--- src/rtl/fft_sdf_butterfly_pkg.sv ---
// Shared widths, saturation limits, bus payload types and twiddle constants for the SDF stage.
package fft_sdf_butterfly_pkg;

  localparam int unsigned DATA_W = 16;
  localparam int unsigned W_W    = 16;
  localparam int unsigned W_FRAC = 14;
  localparam int unsigned DELAY  = 4;
  localparam int unsigned SCALE  = 1;
  localparam int unsigned CNT_W  = $clog2(2 * DELAY);
  localparam int unsigned SUM_W  = DATA_W + 1;
  localparam int unsigned PROD_W = DATA_W + 1 + W_W + 1;

  localparam logic signed [DATA_W-1:0] SAT_MAX = {1'b0, {(DATA_W-1){1'b1}}};
  localparam logic signed [DATA_W-1:0] SAT_MIN = {1'b1, {(DATA_W-1){1'b0}}};

  typedef struct packed {
    logic signed [DATA_W-1:0] re;
    logic signed [DATA_W-1:0] im;
  } cplx_t;

  typedef struct packed {
    logic signed [W_W-1:0] re;
    logic signed [W_W-1:0] im;
  } twid_t;

  // exp(-j*2*pi*k/8) in Q1.14; W8/W9 repeat W0/W1 for generators that run past one turn
  localparam twid_t W0 = '{re:  16'sd16384, im:  16'sd0};
  localparam twid_t W1 = '{re:  16'sd11585, im: -16'sd11585};
  localparam twid_t W2 = '{re:  16'sd0,     im: -16'sd16384};
  localparam twid_t W3 = '{re: -16'sd11585, im: -16'sd11585};
  localparam twid_t W4 = '{re: -16'sd16384, im:  16'sd0};
  localparam twid_t W5 = '{re: -16'sd11585, im:  16'sd11585};
  localparam twid_t W6 = '{re:  16'sd0,     im:  16'sd16384};
  localparam twid_t W7 = '{re:  16'sd11585, im:  16'sd11585};
  localparam twid_t W8 = '{re:  16'sd16384, im:  16'sd0};
  localparam twid_t W9 = '{re:  16'sd11585, im: -16'sd11585};

  // Clamp a wide signed value into the data range
  function automatic logic signed [DATA_W-1:0] sat_data(input logic signed [PROD_W-1:0] x);
    if (x > PROD_W'(SAT_MAX)) begin
      return SAT_MAX;
    end else if (x < PROD_W'(SAT_MIN)) begin
      return SAT_MIN;
    end else begin
      return x[DATA_W-1:0];
    end
  endfunction

endpackage

--- src/rtl/fft_cmul_round.sv ---
// Combinational complex multiply of the difference by the twiddle, round half-up, saturate.
module fft_cmul_round
  import fft_sdf_butterfly_pkg::*;
(
  input  logic signed [SUM_W-1:0] d_re_i,
  input  logic signed [SUM_W-1:0] d_im_i,
  input  logic signed [W_W-1:0]   w_re_i,
  input  logic signed [W_W-1:0]   w_im_i,
  output cplx_t                   prod_c
);

  localparam logic signed [PROD_W-1:0] RND = PROD_W'(2 ** (W_FRAC - 1));

  logic signed [PROD_W-1:0] pr_full;
  logic signed [PROD_W-1:0] pi_full;
  logic signed [PROD_W-1:0] pr_rnd;
  logic signed [PROD_W-1:0] pi_rnd;

  // Full-precision products, then round and rescale to data width
  always_comb begin
    pr_full   = PROD_W'(d_re_i) * PROD_W'(w_re_i) - PROD_W'(d_im_i) * PROD_W'(w_im_i);
    pi_full   = PROD_W'(d_re_i) * PROD_W'(w_im_i) + PROD_W'(d_im_i) * PROD_W'(w_re_i);
    pr_rnd    = (pr_full + RND) >>> W_FRAC;
    pi_rnd    = (pi_full + RND) >>> W_FRAC;
    prod_c.re = sat_data(pr_rnd);
    prod_c.im = sat_data(pi_rnd);
  end

endmodule

--- src/rtl/fft_sdf_butterfly.sv ---
// Radix-2 single-path delay-feedback butterfly: sums out in phase 1, rotated diffs out next phase 0.
module fft_sdf_butterfly
  import fft_sdf_butterfly_pkg::*;
(
  input  logic                     clk,
  input  logic                     rst_n,
  input  logic                     in_valid,
  input  logic                     in_frame_start,
  input  logic signed [DATA_W-1:0] in_real,
  input  logic signed [DATA_W-1:0] in_imag,
  input  logic signed [W_W-1:0]    W_real,
  input  logic signed [W_W-1:0]    W_imag,
  output logic                     out_valid,
  output logic                     out_frame_start,
  output logic signed [DATA_W-1:0] out_real,
  output logic signed [DATA_W-1:0] out_imag,
  output logic                     frame_err
);

  logic [CNT_W-1:0] cnt_q, cnt_d;
  logic             primed_q, primed_d;
  cplx_t            dl_q [DELAY];
  cplx_t            dl_d [DELAY];
  cplx_t            out_q, out_d;
  logic             out_valid_q, out_valid_d;
  logic             out_fs_q, out_fs_d;
  logic             frame_err_q, frame_err_d;

  cplx_t                   head;
  cplx_t                   prod_c;
  logic                    misalign;
  logic                    phase1;
  logic [CNT_W-1:0]        cnt_eff;
  logic signed [SUM_W-1:0] sum_re, sum_im, diff_re, diff_im;

  assign head = dl_q[0];

  fft_cmul_round u_cmul (
    .d_re_i (diff_re),
    .d_im_i (diff_im),
    .w_re_i (W_real),
    .w_im_i (W_imag),
    .prod_c (prod_c)
  );

  // Butterfly arithmetic, delay-line shift, phase counter and output selection
  always_comb begin
    cnt_d       = cnt_q;
    primed_d    = primed_q;
    dl_d        = dl_q;
    out_d       = out_q;
    out_valid_d = 1'b0;
    out_fs_d    = 1'b0;
    frame_err_d = 1'b0;

    // A frame start anywhere but index 0 restarts the frame at phase 0
    misalign = in_frame_start && (cnt_q != '0);
    cnt_eff  = misalign ? '0 : cnt_q;
    phase1   = cnt_eff >= CNT_W'(DELAY);

    sum_re  = (SUM_W'(head.re) + SUM_W'(in_real)) >>> SCALE;
    sum_im  = (SUM_W'(head.im) + SUM_W'(in_imag)) >>> SCALE;
    diff_re = (SUM_W'(head.re) - SUM_W'(in_real)) >>> SCALE;
    diff_im = (SUM_W'(head.im) - SUM_W'(in_imag)) >>> SCALE;

    if (in_valid) begin
      for (int i = 0; i < int'(DELAY) - 1; i++) begin
        dl_d[i] = dl_q[i+1];
      end
      cnt_d       = cnt_eff + CNT_W'(1);
      frame_err_d = misalign;
      if (misalign) begin
        primed_d = 1'b0;
      end

      if (phase1) begin
        dl_d[DELAY-1] = prod_c;
        out_d.re      = sat_data(PROD_W'(sum_re));
        out_d.im      = sat_data(PROD_W'(sum_im));
        out_valid_d   = 1'b1;
        out_fs_d      = (cnt_eff == CNT_W'(DELAY));
        if (cnt_eff == CNT_W'(2 * DELAY - 1)) begin
          primed_d = 1'b1;
        end
      end else begin
        dl_d[DELAY-1] = '{re: in_real, im: in_imag};
        out_d         = head;
        out_valid_d   = primed_q && !misalign;
      end
    end
  end

  // State and output registers
  always_ff @(posedge clk or negedge rst_n) begin
    if (!rst_n) begin
      cnt_q       <= '0;
      primed_q    <= 1'b0;
      out_q       <= '0;
      out_valid_q <= 1'b0;
      out_fs_q    <= 1'b0;
      frame_err_q <= 1'b0;
      for (int i = 0; i < int'(DELAY); i++) begin
        dl_q[i] <= '0;
      end
    end else begin
      cnt_q       <= cnt_d;
      primed_q    <= primed_d;
      out_q       <= out_d;
      out_valid_q <= out_valid_d;
      out_fs_q    <= out_fs_d;
      frame_err_q <= frame_err_d;
      for (int i = 0; i < int'(DELAY); i++) begin
        dl_q[i] <= dl_d[i];
      end
    end
  end

  assign out_valid       = out_valid_q;
  assign out_frame_start = out_fs_q;
  assign out_real        = out_q.re;
  assign out_imag        = out_q.im;
  assign frame_err       = frame_err_q;

endmodule

--- config.mk ---
export PLATFORM = sky130hd
export DESIGN_NAME = fft_sdf_butterfly
export DESIGN_NICKNAME = d
export VERILOG_FILES = /design/src/rtl/fft_sdf_butterfly_pkg.sv /design/src/rtl/fft_cmul_round.sv /design/src/rtl/fft_sdf_butterfly.sv
export SDC_FILE = /design/constraint.sdc
export NUM_CORES = 2
export LEC_CHECK = 0
export ABC_AREA = 1
export CAP_MARGIN = 20
export CELL_PAD_IN_SITES_DETAIL_PLACEMENT = 1
export CELL_PAD_IN_SITES_GLOBAL_PLACEMENT = 2
export CORE_ASPECT_RATIO = 1.75
export CORE_MARGIN = 8
export CORE_UTILIZATION = 40
export DETAILED_ROUTE_END_ITERATION = 8
export GPL_TIMING_DRIVEN = 0
export PLACE_DENSITY = 0.92
export SLEW_MARGIN = 20
export SYNTH_ARGS = -nofsm -noshare
export SYNTH_HDL_FRONTEND = slang
export SYNTH_SLANG_ARGS = --single-unit
--- constraint.sdc ---
create_clock -name clk -period 11.7 [get_ports clk]
set_input_delay 2.34 -clock clk [delete_from_list [all_inputs] [get_ports clk]]
set_output_delay 2.34 -clock clk [all_outputs]
set_load 0.005 [all_outputs]
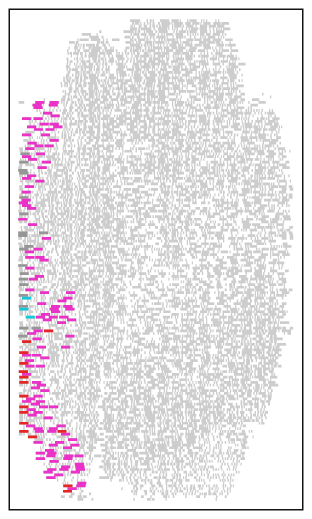
*Sequential cells colored by netlist name*
Drawn at 1 px/µm.
signal	color	placed flops
dl_q	magenta	128
cnt_q	cyan	3
out_real	red	16
not colored	20

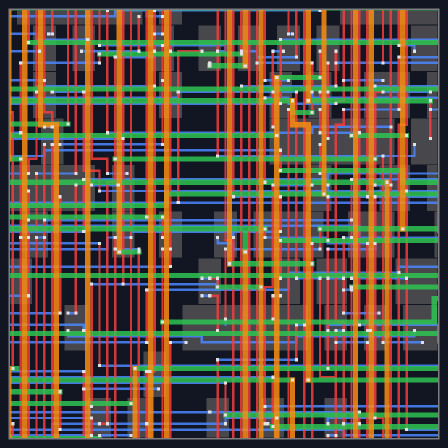
*A small window of the routed layout*
Region (133, 237) to (158, 262) µm. Cells in gray, sequential cells in the stronger gray; small squares are vias.
layer	color
M3	green
M2	red
M1	blue
M4	orange
sequential cells in the window	0
cells with their middle in the window	41
most frequent	nor2_1 (10), inv_1 (7), clkbuf_1 (5)

==> qor.csv <==
metric,value,unit
outcome,"finished, violations left",
failing checks,negative setup slack,
Clock Sink Count,167,
Crit Path Category,primary input to flip-flop,
Synth area leader,fa_1,
Clock Tree Root,clkbuf_16,
final setup fails,7,
Post-synth top cells,"inv_1 (1626), nand2_1 (1364), fa_1 (1026)",
min setup slack post-route,-0.0297,ns
CTS tree,yes,
layout cell share with drive strength beyond 1,0.173,
GRT Overall Usage,0.325,
yosys cell count,6851,
"Reg clk slew, reported paths",0.06,ns
synthesized netlist cell count,6851,
Setup crit end kind,flip-flop,
Total Wirelength,242,mm
Vias,49200,
"most used cell, CP",nand2_2,
min Tclk post-route,11.73,ns
Layout Cells excl Fill,8949,
"Top FF cell, synth",dfrtp_1,
Syn Nets,8466,
largest net degree at the start of global routing,96,
flip-flops with a built-in enable,0,
maxcap violations,0,
insertion delay at the late pin of the worst-skew pair,0.51,ns
average size of a mapped cell,7.78,µm²
Pre-Place Util,0.402,
post-layout util,0.494,
crit-path max FO,5,
Synth top cell by count,inv_1,
synth-to-layout area growth,23.0,%
die area,0.146,mm²
first-pass GRT wire length,351,mm
RSZ-0062 raised after global routing,yes,
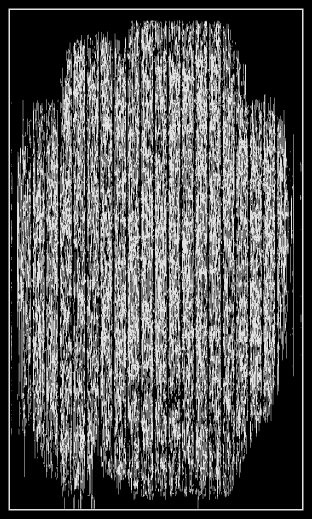
*M2 wires*
Drawn at 1 px/µm.
nets with wire on the layer	8235
longest straight run	242 µm
main direction	vertical

==> cell type report <==
| type | count | area [µm²] | share of cell area |
|---|---|---|---|
| multi-input cells | 4796 | 47100 | 0.719 |
| inverters | 1658 | 6390 | 0.0974 |
| flip-flops and latches | 167 | 4180 | 0.0637 |
| repair buffers | 365 | 3390 | 0.0517 |
| well taps | 1700 | 2130 | 0.0324 |
| plain buffers | 223 | 1600 | 0.0244 |
| clock buffers | 29 | 681 | 0.0104 |
| clock inverters | 4 | 47.5 | 0.000725 |
| diodes | 7 | 17.5 | 0.000267 |
==> flip-flops by register name, summed over array words and instances, names as in the netlist <==
signal	cells
dl_q	128
out_imag	16
out_real	16
cnt_q	3
frame_err	1
out_frame_start	1
out_valid	1
primed_q	1
==> routing by layer <==
layer,wire [µm],global-route usage,vias up
met5,46,0,-
met4,29100,0.298,8
met3,14300,0.0536,1028
met2,123000,0.584,1939
met1,75700,0.315,25200
li1,-,-,21000
==> worst paths after layout <==
check | cells after the start | from | end | slack, ns
worst min register to register | 2 | dl_q[68] | dl_q[100] | 0.46
worst max register to register | 56 | dl_q[113] | dl_q[29] | 1.39
min in group asynchronous | 1 | rst_n | dl_q[71] | 1.78
worst min-delay path | 2 | dl_q[68] | dl_q[100] | 0.46
worst max-delay path | 52 | in_imag[2] | dl_q[14] | -0.03
max in group asynchronous | 2 | rst_n | dl_q[55] | 8.92
==> kinds of logic (layout without fill, tap and decap cells) <==
group / count (synthesis) / count (layout) / share of synthesized area
compound gates: 703 / 703 / 0.0722
xor+xnor: 236 / 236 / 0.0388
simple gates: 2310 / 2310 / 0.169
flops: 167 / 167 / 0.0784
buf+inv: 1888 / 2279 / 0.134
fa+ha+maj: 1547 / 1547 / 0.508
other cells: 0 / 7 / 0
==> per-stage QoR <==
stage | TNS [ns] | instance area [µm²] | setup WS [ns]
6_report | -0.101 | 65600 | -0.0297
5_1_grt | -9.78 | 65500 | -0.363
4_1_cts | -0.0254 | 63200 | -0.0131
3_5_place_dp | -110.07 | 56500 | -3.81
3_3_place_gp | -142.00 | 56400 | -4.73
2_1_floorplan | 0 | 53300 | 0.379
==> worst max-delay path: cells and delay by family <==
kind | cells | cell delay (ns)
compound gates | 7 | 1.01
xor+xnor | 2 | 0.43
simple gates | 19 | 2.75
fa+ha+maj | 9 | 3.54
buf+inv | 15 | 2.02
==> what timing repair did <==
action | in CTS | in global routing
resized | 1068 | 384
hold endpoints to repair | 0 | 0
setup buffers | 186 | 80
endpoints found under the setup margin | 32 | 32
hold buffers | 0 | 0
gates cloned | 4 | 1
pin swaps | 280 | 273
